### I/O nets highlighted

Scale bar: 100 microns.
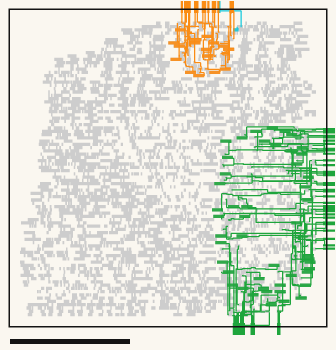
### Placement density heat map

Scale bar: 100 microns. 26 x 26 tiles, from white (low) to dark blue (high), 0 to 100% covered.
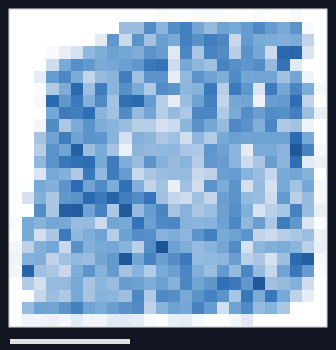
### Sequential cells coloured by netlist name

Scale bar: 100 microns. Other sequential cells in the stronger grey, the rest of the logic in the fainter grey.
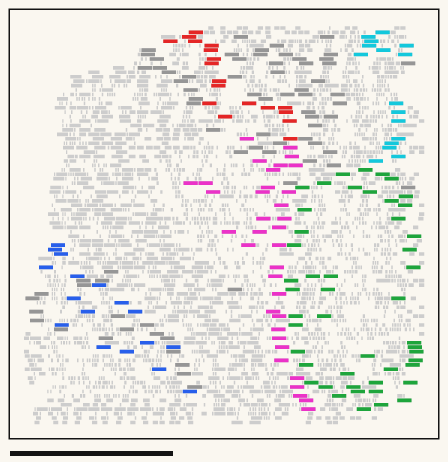
### PDN straps and rails

Scale bar: 100 microns. Pins as bars on the die edge. Tap cells in grey.
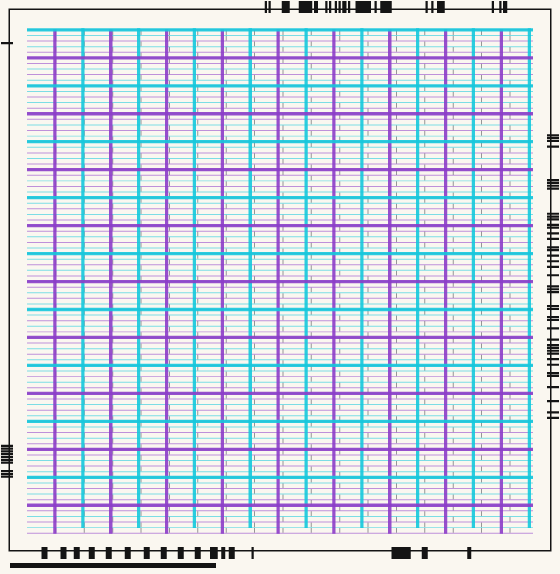
### Cell outlines without signal wires

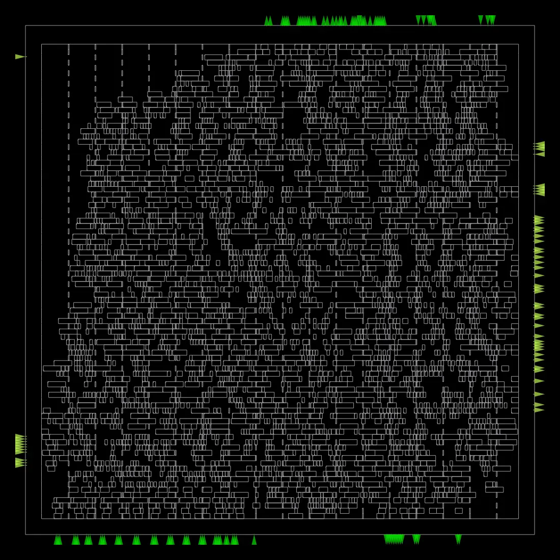
<file path="config.mk">
export PLATFORM = sky130hd
export DESIGN_NAME = approx_error_monitor
export DESIGN_NICKNAME = d
export VERILOG_FILES = /design/src/rtl/approx_error_monitor_pkg.sv /design/src/rtl/approx_err_stage.sv /design/src/rtl/approx_error_monitor.sv
export SDC_FILE = /design/constraint.sdc
export NUM_CORES = 1
export LEC_CHECK = 0
export ABC_AREA = 1
export CAP_MARGIN = 20
export CORE_MARGIN = 8
export CORE_UTILIZATION = 40
export DETAILED_ROUTE_END_ITERATION = 16
export PLACE_DENSITY_LB_ADDON = 0.12
export SKIP_CTS_REPAIR_TIMING = 1
export SYNTH_ARGS = -nofsm -noshare
export SYNTH_HDL_FRONTEND = slang
export SYNTH_HIERARCHICAL = 1
export SYNTH_SLANG_ARGS = --single-unit
</file>
<file path="constraint.sdc">
create_clock -name clk -period 16.7 [get_ports clk]
set_clock_uncertainty 0.05 [all_clocks]
set_input_delay 3.34 -clock clk [delete_from_list [all_inputs] [get_ports clk]]
set_output_delay 3.34 -clock clk [all_outputs]
set_load 0.02 [all_outputs]
</file>
<file path="src/rtl/approx_error_monitor_pkg.sv">
// Shared definitions for the approximate-adder error monitor: FSM state
// encoding, default operand/accumulator widths and the error-width rule.
// No ports; imported by approx_err_stage and approx_error_monitor.
package approx_error_monitor_pkg;

   typedef enum logic [1:0] {
      ST_IDLE  = 2'd0,
      ST_RUN   = 2'd1,
      ST_DRAIN = 2'd2,
      ST_DONE  = 2'd3
   } state_t;

   localparam int DEF_WIDTH = 16;
   localparam int DEF_ACC_W = 48;

   // Signed error of a (WIDTH+1)-bit approximate sum against the exact
   // (WIDTH+1)-bit sum needs one extra bit for the sign.
   function automatic int err_w(input int width);
      return width + 2;
   endfunction

endpackage

</file>
<file path="src/rtl/approx_err_stage.sv">
// Stage 1 of the error monitor: exact add, signed error and |error|, registered.
// Ports: i_vld/i_a/i_b/i_approx = accepted sample; o_vld/o_err/o_abs = registered
// result one cycle later. o_vld follows i_vld only, so idle cycles leave no trace.
module approx_err_stage
   import approx_error_monitor_pkg::*;
#(
   parameter int WIDTH = DEF_WIDTH
)
(
   input  logic                   clk,
   input  logic                   rst,
   input  logic                   i_vld,
   input  logic [WIDTH-1:0]       i_a,
   input  logic [WIDTH-1:0]       i_b,
   input  logic [WIDTH:0]         i_approx,
   output logic                   o_vld,
   output logic signed [WIDTH+1:0] o_err,
   output logic [WIDTH+1:0]       o_abs
);

   localparam int EW = err_w(WIDTH);

   logic [WIDTH:0]        w_exact;
   logic signed [EW-1:0]  w_err;
   logic [EW-1:0]         w_abs;

   // Exact sum keeps the carry; both operands of the subtraction are
   // zero-extended so the difference can never wrap.
   assign w_exact = {1'b0, i_a} + {1'b0, i_b};
   assign w_err   = $signed({1'b0, i_approx}) - $signed({1'b0, w_exact});
   // The most negative EW-bit value is unreachable, so negation is safe.
   assign w_abs   = w_err[EW-1] ? (~w_err + 1'b1) : w_err;

   always_ff @(posedge clk or posedge rst) begin
      if (rst) begin
         o_vld <= 1'b0;
         o_err <= '0;
         o_abs <= '0;
      end else begin
         o_vld <= i_vld;
         if (i_vld) begin
            o_err <= w_err;
            o_abs <= w_abs;
         end
      end
   end

endmodule

</file>
<file path="src/rtl/approx_error_monitor.sv">
// Measures the error of an approximate adder over a run of n_samples samples:
// sum of squared error (saturating), max |error| and count of erroneous samples.
// Ports: start/n_samples begin a run; in_valid/in_ready + in_a/in_b/in_approx
// carry samples; busy/done report progress; sse/max_abs_err/err_count/sse_sat
// are the results, held stable while done is high.
module approx_error_monitor
   import approx_error_monitor_pkg::*;
#(
   parameter int WIDTH = DEF_WIDTH,
   parameter int ACC_W = DEF_ACC_W
)
(
   input  logic             clk,
   input  logic             rst,
   input  logic             start,
   input  logic [15:0]      n_samples,
   input  logic             in_valid,
   output logic             in_ready,
   input  logic [WIDTH-1:0] in_a,
   input  logic [WIDTH-1:0] in_b,
   input  logic [WIDTH:0]   in_approx,
   output logic             busy,
   output logic             done,
   output logic [ACC_W-1:0] sse,
   output logic [WIDTH+1:0] max_abs_err,
   output logic [15:0]      err_count,
   output logic             sse_sat
);

   localparam int EW    = err_w(WIDTH);
   localparam int SQ_W  = 2 * EW;
   // Adder wide enough for both the accumulator and a full square, plus carry.
   localparam int SUM_W = ((ACC_W > SQ_W) ? ACC_W : SQ_W) + 1;

   state_t r_state;
   state_t w_next;

   logic [15:0]          r_n;
   logic [15:0]          r_acc_cnt;

   logic                 w_s1_vld;
   logic signed [EW-1:0] w_s1_err;
   logic [EW-1:0]        w_s1_abs;

   logic                 r_s2_vld;
   logic [SQ_W-1:0]      r_s2_sq;
   logic [EW-1:0]        r_s2_abs;
   logic                 r_s2_nz;

   logic [ACC_W-1:0]     r_sse;
   logic [EW-1:0]        r_max;
   logic [15:0]          r_cnt;
   logic                 r_sat;

   logic                 w_accept;
   logic                 w_start_ok;
   logic                 w_last;
   logic [SUM_W-1:0]     w_sum;
   logic [SUM_W-1:0]     w_acc_max;
   logic                 w_sum_ovf;

   assign w_accept   = in_valid & in_ready;
   assign w_start_ok = start & ((r_state == ST_IDLE) || (r_state == ST_DONE));
   assign w_last     = w_accept && (r_acc_cnt == (r_n - 16'd1));

   approx_err_stage #(.WIDTH(WIDTH)) u_stage1 (
      .clk      (clk),
      .rst      (rst),
      .i_vld    (w_accept),
      .i_a      (in_a),
      .i_b      (in_b),
      .i_approx (in_approx),
      .o_vld    (w_s1_vld),
      .o_err    (w_s1_err),
      .o_abs    (w_s1_abs)
   );

   // ---------------- FSM: state register ----------------
   always_ff @(posedge clk or posedge rst) begin
      if (rst) r_state <= ST_IDLE;
      else     r_state <= w_next;
   end

   // ---------------- FSM: next state ----------------
   always_comb begin
      w_next = r_state;
      case (r_state)
         ST_IDLE, ST_DONE: begin
            if (start) w_next = (n_samples == 16'd0) ? ST_DONE : ST_RUN;
         end
         ST_RUN: begin
            if (w_last) w_next = ST_DRAIN;
         end
         ST_DRAIN: begin
            // Done only once both pipeline stages have retired their samples.
            if (!w_s1_vld && !r_s2_vld) w_next = ST_DONE;
         end
         default: w_next = ST_IDLE;
      endcase
   end

   // ---------------- FSM: outputs ----------------
   always_comb begin
      in_ready = (r_state == ST_RUN) && (r_acc_cnt < r_n);
      busy     = (r_state == ST_RUN) || (r_state == ST_DRAIN);
      done     = (r_state == ST_DONE);
   end

   // ---------------- Accumulation ----------------
   assign w_acc_max = {{(SUM_W-ACC_W){1'b0}}, {ACC_W{1'b1}}};
   assign w_sum     = SUM_W'(r_sse) + SUM_W'(r_s2_sq);
   assign w_sum_ovf = (w_sum > w_acc_max);

   always_ff @(posedge clk or posedge rst) begin
      if (rst) begin
         r_n       <= '0;
         r_acc_cnt <= '0;
         r_s2_vld  <= 1'b0;
         r_s2_sq   <= '0;
         r_s2_abs  <= '0;
         r_s2_nz   <= 1'b0;
         r_sse     <= '0;
         r_max     <= '0;
         r_cnt     <= '0;
         r_sat     <= 1'b0;
      end else begin
         if (w_start_ok) begin
            r_n       <= n_samples;
            r_acc_cnt <= '0;
         end else if (w_accept) begin
            r_acc_cnt <= r_acc_cnt + 16'd1;
         end

         // Stage 2: square the magnitude.
         r_s2_vld <= w_s1_vld;
         if (w_s1_vld) begin
            r_s2_sq  <= SQ_W'(w_s1_abs) * SQ_W'(w_s1_abs);
            r_s2_abs <= w_s1_abs;
            r_s2_nz  <= (w_s1_err != '0);
         end

         // Result registers; a start is only honoured while the pipeline is
         // empty, so clearing and accumulating never coincide.
         if (w_start_ok) begin
            r_sse <= '0;
            r_max <= '0;
            r_cnt <= '0;
            r_sat <= 1'b0;
         end else if (r_s2_vld) begin
            if (w_sum_ovf) begin
               r_sse <= '1;
               r_sat <= 1'b1;
            end else begin
               r_sse <= w_sum[ACC_W-1:0];
            end
            if (r_s2_abs > r_max) r_max <= r_s2_abs;
            if (r_s2_nz && (r_cnt != 16'hFFFF)) r_cnt <= r_cnt + 16'd1;
         end
      end
   end

   assign sse         = r_sse;
   assign max_abs_err = r_max;
   assign err_count   = r_cnt;
   assign sse_sat     = r_sat;

endmodule

</file>
==> impl_metrics.csv <==
group,metric,value,unit
floorplanning,ioPinCount,155,
place,dp_slack,9.46,ns
yosys,edf_count,0,
yosys,syn_nets,3800,
worst_setup_path,cp_top_family,"simple AND/OR/NAND/NOR gates",
yosys,flop_cell,"dfrtp_1",
sta,max_slew_margin,32.3,%
routing,viasPerCell,5.04,
finish,drive_above_1_share,5.25,%
global_routing,overflow,0,
place,place_inst,4158,
run_status,status,"finished, final reports clean",
place,place_hpwl,57.0,mm
yosys,syn_inst,3284,
worst_setup_path,path_common_cell,"inv_2",
yosys,ys_sh_aoi,9.23,%
global_routing,track_usage,20.1,%
place,routabilityCongestion,0.911,
place,portBuffers,154,
worst_setup_path,cp.arrival,7.09,ns
sta,fin_ws,10.06,ns
worst_setup_path,start_kind,"primary input",
worst_setup_path,r2r-end,"r_s2_sq[23]",
yosys,top_area_cell,"dfrtp_1",
hold_path,hp-class,"reg -> reg",
global_routing,grt_start_max_net_pins,71,
yosys,yosys_warnings,6,
sta,rsz0062_at_grt,"false",
sta,max_freq,151,MHz
routing,wl_per_cell,16.6,microns
worst_setup_path,r2r-start,"u_stage1/o_abs[11]",
yosys,ys_cells,3284,
sta,tns,0,ns
global_routing,first_global_vias,22064,
cts,cts.path.max_buffers,3,
cts,clk_pin_slew,0.06,ns
routing,drt-initial-drc-count,1194,
sta,hold_viol,0,
cts,clockRootBuffer,"clkbuf_16",
finish,largest_register_ffs,48,
worst_setup_path,reg2reg_depth,25,
finish,finish.net_count,3923,
floorplanning,die_w,263,microns
yosys,yosys.area_share.xor_xnor,1.62,%
floorplanning,fp-utilization,40.4,%
cts,cts_tree,"built",
cts,numCtsBuffers,28,
worst_setup_path,crit_type,"in -> reg",
sta,setup_viol,0,
yosys,top_area_share,21.3,%
yosys,syn_avg_cell_area,7.41,sq um
worst_setup_path,critPathCapture,"sse[18]",
hold_path,holdPathEnd,"u_stage1/o_err[4]",
global_routing,grt_first_pass_wirelength,115,mm
sta,finalMaxSlewViolations,0,
routing,ant_nets,0,
yosys,mux_share,0.0463,%
cts,insertion_delay,0.60,ns
routing,first_pass_iters,7,
worst_setup_path,endpoint_kind,"flip-flop",
hold_path,hold_start,"u_stage1/o_err[4]",
worst_setup_path,critPathMaxStageDelay,0.64,ns
worst_setup_path,crit_chain,"clkdlybuf4s50_1 -> nand2_2 -> inv_2 -> nor2_4 -> buf_4 -> inv_2 -> nor4_4 -> nand2_8 -> nand3_1",
yosys,synth_async_sr_flop_share,100,%
yosys,area_leaders,"dfrtp_1, fa_1, nand2_1",
yosys,synthesis.area,24300,sq um
yosys,fa_ha_area_share,30.3,%
job,drv_cap,0,
worst_setup_path,crit_slowest_cell,"nand2_2",
global_routing,antenna_found_initial,0,
worst_setup_path,critPathLaunch,"start",
worst_setup_path,reg2reg_slack,10.27,ns
hold_path,hold-path-cell-count,2,
worst_setup_path,crit_cells,9,
yosys,ys_sh_simple,25.1,%
yosys,ys.flops,207,
yosys,synth.distinct_cells,63,
cts,numClockSinks,207,
sta,worst_pin_slew,1.02,ns
routing,num_vias,21226,
finish,antenna_cells,0,
yosys,logic_family,"adder cells",
job,warnings,33,
floorplanning,die-area,69000,sq um
yosys,ys_chip_area,24300,sq um
routing,drc,0,
sta,fin_crit_sh,39.8,%
sta,fin_crit,6.64,ns
yosys,ys_seq_share,21.3,%
worst_setup_path,cp_max_fo,43,
routing,routed_wl,70.0,mm
floorplanning,die_h,263,microns
finish,area_growth,13.6,%
cts,htree_levels,1,
worst_setup_path,crit_buf_inv,4,
worst_setup_path,required,17.14,ns
Back to the opening pictures, 'I/O nets highlighted':
| port | colour | direction | end cells | wire |
|---|---|---|---|---|
| err_count | orange | output | 16 | 879 microns |
| sse | green | output | 48 | 3,790 microns |
| done | cyan | output | 1 | 34.3 microns |

Back to the opening pictures, 'Placement density heat map':
nearly empty tiles: 14%
fullest tile: 86%
emptiest ninth of the die: north-west
mean over tiles: 39%
tiles over 75% full: 3.4%

Back to the opening pictures, 'Sequential cells coloured by netlist name':
| signal | colour | sequential cells |
|---|---|---|
| max_abs_err | red | 18 |
| sse | green | 48 |
| u_stage1/o_abs | blue | 17 |
| r_s2_sq | magenta | 35 |
| r_n | cyan | 16 |
not coloured: 73
Reg area: 5180 sq um
fin util: 45.9%
Seq area share: 18.7%

Back to the opening pictures, 'PDN straps and rails':
| net | colour |
|---|---|
| VDD | cyan |
| VSS | purple |
met4 straps: 18
met5 straps: 18
signal pins: 155
tap cells: 782

Back to the opening pictures, 'Cell outlines without signal wires':
core area: 60,200 sq um
Site Rows: 90
Final Non-Filler Cells: 4,210
# Taps: 782

-- per-layer routing --
| metal | part of all wire [%] | GRT usage [%] | vias up |
|---|---|---|---|
| met5 | 0 | 0 | - |
| met4 | 3.3 | 6.10 | 0 |
| met3 | 3.6 | 2.38 | 112 |
| met2 | 48 | 35.3 | 420 |
| met1 | 45 | 25.8 | 10220 |
| li1 | - | - | 10474 |
-- metrics by stage --
step	hold WS [ns]	cell area [sq um]
after floorplan	0.329	24300
after CTS	0.435	27600
after global placement	0.417	26700
after detailed placement	0.418	26700
after global routing	0.454	27600
final	0.432	27600
-- synth_stat cells (21+ instances only) --
cell      count
nand2_1     800
inv_1       702
fa_1        238
nor2_1      222
ha_1        209
dfrtp_1     207
nand3_1     184
o21ai_0     158
a21oi_1     136
clkbuf_1     62
nor3_1       43
nand4_1      33
nand3_2      28
xor2_1       23
xnor2_1      22
a31oi_1      21
-- cell type report --
class	count	area, sq um
clock buffers	34	763
clock inverters	17	200
fillers	6040	32600
inverters	716	2690
multi-input cells	2282	16100
flip-flops and latches	207	5180
well taps	782	978
repair buffers	172	1700
-- cells in the final DEF (no fill, tap or decap), types with 33 or more instances in the layout --
master / n
clkdlybuf4s50_1: 154
nor2_1: 220
ha_1: 209
o21ai_0: 158
inv_1: 701
fa_1: 238
nand4_1: 33
a21oi_1: 136
nand3_1: 184
nand2_1: 800
dfrtp_1: 206
nor3_1: 43
